File: config.mk
export PLATFORM = sky130hd
export DESIGN_NAME = dvp_pattern_tx
export DESIGN_NICKNAME = d
export VERILOG_FILES = /design/src/rtl/dvp_pattern_tx.sv
export SDC_FILE = /design/constraint.sdc
export NUM_CORES = 1
export LEC_CHECK = 0
export ABC_AREA = 1
export ABC_CLOCK_PERIOD_IN_PS = 4500
export CORE_UTILIZATION = 60
export CTS_CLUSTER_DIAMETER = 200
export CTS_CLUSTER_SIZE = 24
export DETAILED_ROUTE_END_ITERATION = 8
export PLACE_DENSITY = 0.83
export SYNTH_ARGS = -nofsm -noshare
export SYNTH_HDL_FRONTEND = slang
export SYNTH_SLANG_ARGS = --single-unit
File: constraint.sdc
create_clock -name clk -period 4.5 [get_ports clk]
set_clock_uncertainty 0.05 [all_clocks]
set_input_delay 1.125 -clock clk [delete_from_list [all_inputs] [get_ports clk]]
set_output_delay 1.125 -clock clk [all_outputs]
set_load 0.02 [all_outputs]
File: src/rtl/dvp_pattern_tx.sv
// OV5640-style DVP stream generator: drives pclk/vsync/href/data from internal
// test patterns so the capture path can be exercised without a sensor.
module dvp_pattern_tx #(
    parameter int H_ACT   = 1280,
    parameter int H_BLANK = 160,
    parameter int V_SYNC  = 5,
    parameter int V_BP    = 20,
    parameter int V_ACT   = 720,
    parameter int V_FP    = 5
) (
    input  logic        clk,
    input  logic        rst,
    input  logic        en,
    input  logic [1:0]  pat_sel,
    input  logic [15:0] solid_rgb,
    output logic        cam_pclk,
    output logic        cam_vsync,
    output logic        cam_href,
    output logic [7:0]  cam_data,
    output logic        frame_start,
    output logic [7:0]  frame_cnt,
    output logic        busy
);

    localparam int L   = 2 * H_ACT + H_BLANK;
    localparam int VT  = V_SYNC + V_BP + V_ACT + V_FP;
    localparam int HW  = $clog2(L + 1);
    localparam int VW  = $clog2(VT + 1);
    localparam int BW  = H_ACT / 8;
    localparam int BCW = $clog2(BW + 1);

    localparam logic [HW-1:0]  H_LAST      = HW'(L - 1);
    localparam logic [HW-1:0]  H_ACT_SLOTS = HW'(2 * H_ACT);
    localparam logic [VW-1:0]  V_LAST      = VW'(VT - 1);
    localparam logic [VW-1:0]  V_SYNC_END  = VW'(V_SYNC);
    localparam logic [VW-1:0]  V_ACT_START = VW'(V_SYNC + V_BP);
    localparam logic [VW-1:0]  V_ACT_END   = VW'(V_SYNC + V_BP + V_ACT);
    localparam logic [BCW-1:0] BAR_LAST    = BCW'(BW - 1);

    generate
        if (H_ACT <= 0 || (H_ACT % 8) != 0) begin : g_bad_h_act
            $error("dvp_pattern_tx: H_ACT must be a nonzero multiple of 8");
        end
    endgenerate

    logic            ph_q, ph_d;
    logic [HW-1:0]   hcnt_q, hcnt_d;
    logic [VW-1:0]   vcnt_q, vcnt_d;
    logic [2:0]      bar_idx_q, bar_idx_d;
    logic [BCW-1:0]  bar_cnt_q, bar_cnt_d;
    logic            fen_q, fen_d;
    logic [1:0]      psel_q, psel_d;
    logic [15:0]     solid_q, solid_d;
    logic [7:0]      frame_cnt_q, frame_cnt_d;
    logic            pclk_q, pclk_d;
    logic            vsync_q, vsync_d;
    logic            href_q, href_d;
    logic [7:0]      data_q, data_d;
    logic            fstart_q, fstart_d;

    logic            boundary;
    logic            fen_e;
    logic [1:0]      psel_e;
    logic [15:0]     solid_e;
    logic [4:0]      fc5_e;
    logic [4:0]      x5;
    logic [5:0]      y6;
    logic [15:0]     bar_rgb;
    logic [15:0]     pixel;
    logic            href_e;

    // At the boundary edge the freshly sampled frame settings already govern slot 0.
    always_comb begin
        boundary = !ph_q && (hcnt_q == '0) && (vcnt_q == '0);
        fen_e    = boundary ? en : fen_q;
        psel_e   = boundary ? pat_sel : psel_q;
        solid_e  = boundary ? solid_rgb : solid_q;
        fc5_e    = (boundary && fen_q) ? frame_cnt_q[4:0] + 5'd1 : frame_cnt_q[4:0];
        x5       = 5'(hcnt_q >> 1);
        y6       = 6'(vcnt_q - V_ACT_START);
        href_e   = fen_e && (vcnt_q >= V_ACT_START) && (vcnt_q < V_ACT_END)
                   && (hcnt_q < H_ACT_SLOTS);

        case (bar_idx_q)
            3'd0:    bar_rgb = 16'hFFFF;
            3'd1:    bar_rgb = 16'hFFE0;
            3'd2:    bar_rgb = 16'h07FF;
            3'd3:    bar_rgb = 16'h07E0;
            3'd4:    bar_rgb = 16'hF81F;
            3'd5:    bar_rgb = 16'hF800;
            3'd6:    bar_rgb = 16'h001F;
            default: bar_rgb = 16'h0000;
        endcase

        case (psel_e)
            2'd1:    pixel = {x5, y6, fc5_e};
            2'd2:    pixel = solid_e;
            default: pixel = bar_rgb;
        endcase
    end

    // Counters advance at the end of each slot; outputs only change on the pclk falling edge.
    always_comb begin
        ph_d        = ~ph_q;
        hcnt_d      = hcnt_q;
        vcnt_d      = vcnt_q;
        bar_idx_d   = bar_idx_q;
        bar_cnt_d   = bar_cnt_q;
        fen_d       = fen_e;
        psel_d      = psel_e;
        solid_d     = solid_e;
        frame_cnt_d = frame_cnt_q;
        pclk_d      = ph_q;
        fstart_d    = 1'b0;
        vsync_d     = vsync_q;
        href_d      = href_q;
        data_d      = data_q;

        if (ph_q) begin
            if (hcnt_q == H_LAST) begin
                hcnt_d    = '0;
                bar_idx_d = '0;
                bar_cnt_d = '0;
                vcnt_d    = (vcnt_q == V_LAST) ? '0 : vcnt_q + 1'b1;
            end else begin
                hcnt_d = hcnt_q + 1'b1;
                if (hcnt_q[0] && (hcnt_q < H_ACT_SLOTS)) begin
                    if (bar_cnt_q == BAR_LAST) begin
                        bar_cnt_d = '0;
                        bar_idx_d = bar_idx_q + 3'd1;
                    end else begin
                        bar_cnt_d = bar_cnt_q + 1'b1;
                    end
                end
            end
        end else begin
            vsync_d = fen_e && (vcnt_q < V_SYNC_END);
            href_d  = href_e;
            data_d  = href_e ? (hcnt_q[0] ? pixel[7:0] : pixel[15:8]) : 8'h00;
            if (boundary) begin
                fstart_d = en;
                if (fen_q) begin
                    frame_cnt_d = frame_cnt_q + 8'd1;
                end
            end
        end
    end

    always_ff @(posedge clk) begin
        if (rst) begin
            ph_q        <= 1'b0;
            hcnt_q      <= '0;
            vcnt_q      <= '0;
            bar_idx_q   <= '0;
            bar_cnt_q   <= '0;
            fen_q       <= 1'b0;
            psel_q      <= '0;
            solid_q     <= '0;
            frame_cnt_q <= '0;
            pclk_q      <= 1'b1;
            fstart_q    <= 1'b0;
            vsync_q     <= 1'b0;
            href_q      <= 1'b0;
            data_q      <= '0;
        end else begin
            ph_q        <= ph_d;
            hcnt_q      <= hcnt_d;
            vcnt_q      <= vcnt_d;
            bar_idx_q   <= bar_idx_d;
            bar_cnt_q   <= bar_cnt_d;
            fen_q       <= fen_d;
            psel_q      <= psel_d;
            solid_q     <= solid_d;
            frame_cnt_q <= frame_cnt_d;
            pclk_q      <= pclk_d;
            fstart_q    <= fstart_d;
            vsync_q     <= vsync_d;
            href_q      <= href_d;
            data_q      <= data_d;
        end
    end

    assign cam_pclk    = pclk_q;
    assign cam_vsync   = vsync_q;
    assign cam_href    = href_q;
    assign cam_data    = data_q;
    assign frame_start = fstart_q;
    assign frame_cnt   = frame_cnt_q;
    assign busy        = fen_q;

endmodule

==> flow.log <==
[report] implementation figures
[metrics] clock network area share: 0.0310
[metrics] actual transition at the worst max-transition pin: 0.890 ns
[metrics] element type at the critical path start: register
[metrics] Mean Syn Cell Area: 6.58 sq um
[metrics] top area contributor share: 0.343
[metrics] mux cell area share after synthesis: 0
[metrics] ao+oa area frac: 0.0871
[metrics] number of antenna violations at the first check in global routing: 0
[metrics] critical path class: register to register
[metrics] WP depth: 19
[metrics] met2 routed WL: 5170 um
[metrics] gr usage total: 0.310
[metrics] Synth Flop Type: dfxtp_1
[metrics] run status: finished, final reports clean
[metrics] area fraction in xor and xnor cells: 0.0267
[metrics] post-route fraction of the period consumed by the critical path: 0.855
[metrics] Starting DRT DRC Count: 274
[metrics] least setup slack across all paths after layout: 0.653 ns
[metrics] residual antenna-violating net count after detailed routing: 0
[metrics] number of global-route vias before repair: 3792
[metrics] NetSw: 463 uW
[metrics] # nets final: 719
[metrics] tool warnings: 35
[metrics] vertical die size: 86.3 um
[metrics] Hold WC Path Type: register to register
[metrics] DP HPWL: 8140 um
[metrics] floorplan row count: 30
[metrics] design internal power: 972 uW
[metrics] setup repair after global routing missed its margin: false
[metrics] cell type taking the most area: multi-input combinational cells
[metrics] Synth-to-Final Area Change: 13.4%
[metrics] combined buffer and inverter count along the critical path: 5
[metrics] sum of internal, switching and leakage power: 1.43 mW
[metrics] TNS Setup: 0 ns
[metrics] area of the synthesized netlist per yosys stat: 0.00426 sq mm
[metrics] critical path's largest stage delay: 0.54 ns
[metrics] depth of the most critical reg-to-reg path: 19
[metrics] worst hold path cell count: 2
[metrics] Cell area leaders: dfxtp_1 (34%), nand2_1 (15%), inv_1 (8.2%), nor2_1 (6.7%), nand3_1 (5.0%)
[metrics] routed len/inst: 14.0 um
[metrics] met3 usage: 0.0429
[metrics] Leak Pwr: 2.16 nW
[metrics] post_cts resized: 0
[metrics] TritonCTS Sinks: 73
[metrics] RePlAce Congestion: 0.901
[metrics] element type at the critical path end: register
[metrics] cell seen most often among critical-path stages: nand2_1
[metrics] number of vias per cell: 5.35
[metrics] clock network fraction of design power: 0.299
[metrics] total I/O pin count: 42
[metrics] hold slack: 0.403 ns
[metrics] CP arrival: 4.05 ns
[metrics] Post-Route WL: 10900 um
[metrics] final core utilization: 0.708
[metrics] switching power as a share of total power: 0.323
[metrics] synthesized instance count: 648
[metrics] vias post-DR: 4179
[metrics] Core Util at FP: 0.624
[metrics] number of enable-type register cells in the synthesized netlist: 0
[metrics] Dominant comb cell: simple AND/OR/NAND/NOR gates
[metrics] TritonCTS clock tree: built
[metrics] Most flops, register: solid_q
[metrics] number of buffers inserted by post-CTS setup repair: 0
[metrics] destination of the critical timing path: cam_data[6]$_SDFFE_PP0N_
[metrics] GRT overflow: 0
[metrics] footprint of the flip-flops and latches: 0.00146 sq mm
[metrics] clock-pin slew on the worst setup and hold paths: 0.08 ns
[metrics] largest fanout on the critical path: 28
[metrics] worst slack at placement: 0.780 ns
[metrics] R2R Setup Slk: 0.65 ns
[metrics] fraction of power consumed by sequential logic: 0.480
[metrics] multi-input logic cell count: 458
-- cells in the mapped netlist (2+ instances only) --
cell	n
o21ai_1	13
clkbuf_1	8
nand4_1	24
dfxtp_1	73
buf_2	6
nor2_4	2
a211oi_1	2
inv_2	4
xnor2_1	4
a21oi_1	36
nor2_2	8
nand3_4	2
nand3_1	43
inv_1	93
nand2_1	166
or2_2	2
buf_6	5
nor3_1	17
o21ai_0	14
ha_1	16
nand2_2	11
nor2_1	76
a31oi_1	2
xor2_1	9
-- power groups by stage --
stage	clock network, mW	logic [mW]	registers, mW
global route	0.468	0.356	0.691
floorplan	0	0.223	0.701
global placement	0	0.307	0.702
finish	0.428	0.318	0.688
CTS	0.434	0.314	0.688
detailed placement	0	0.310	0.703
### Register map, names as in the netlist

The bar under the picture is 20 um long. Other sequential cells in the stronger grey, the rest of the logic in the fainter grey.
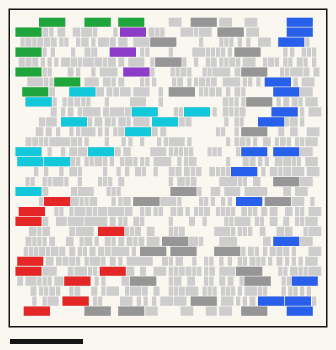
signal	colour	sequential cells
bar_cnt_q	green	8
bar_idx_q	purple	3
hcnt_q	cyan	12
solid_q	blue	16
vcnt_q	red	10

### Placement view

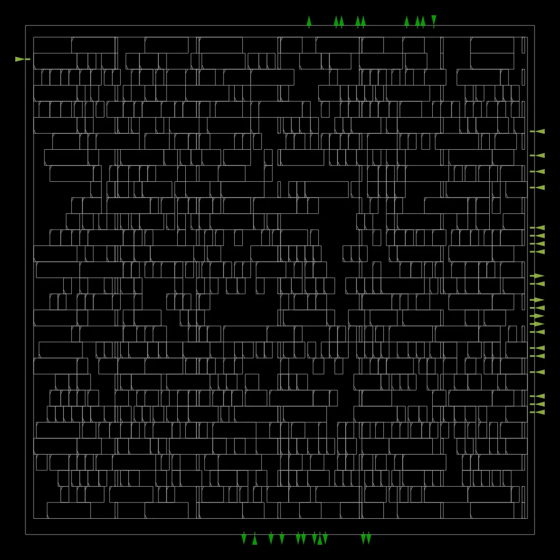
number of filler cells placed in the layout: 619
core box area: 0.00683 sq mm
FFs & Latches: 73
Final Instance Count excl. Fillers: 781

Power and IR drop assume default switching activity.
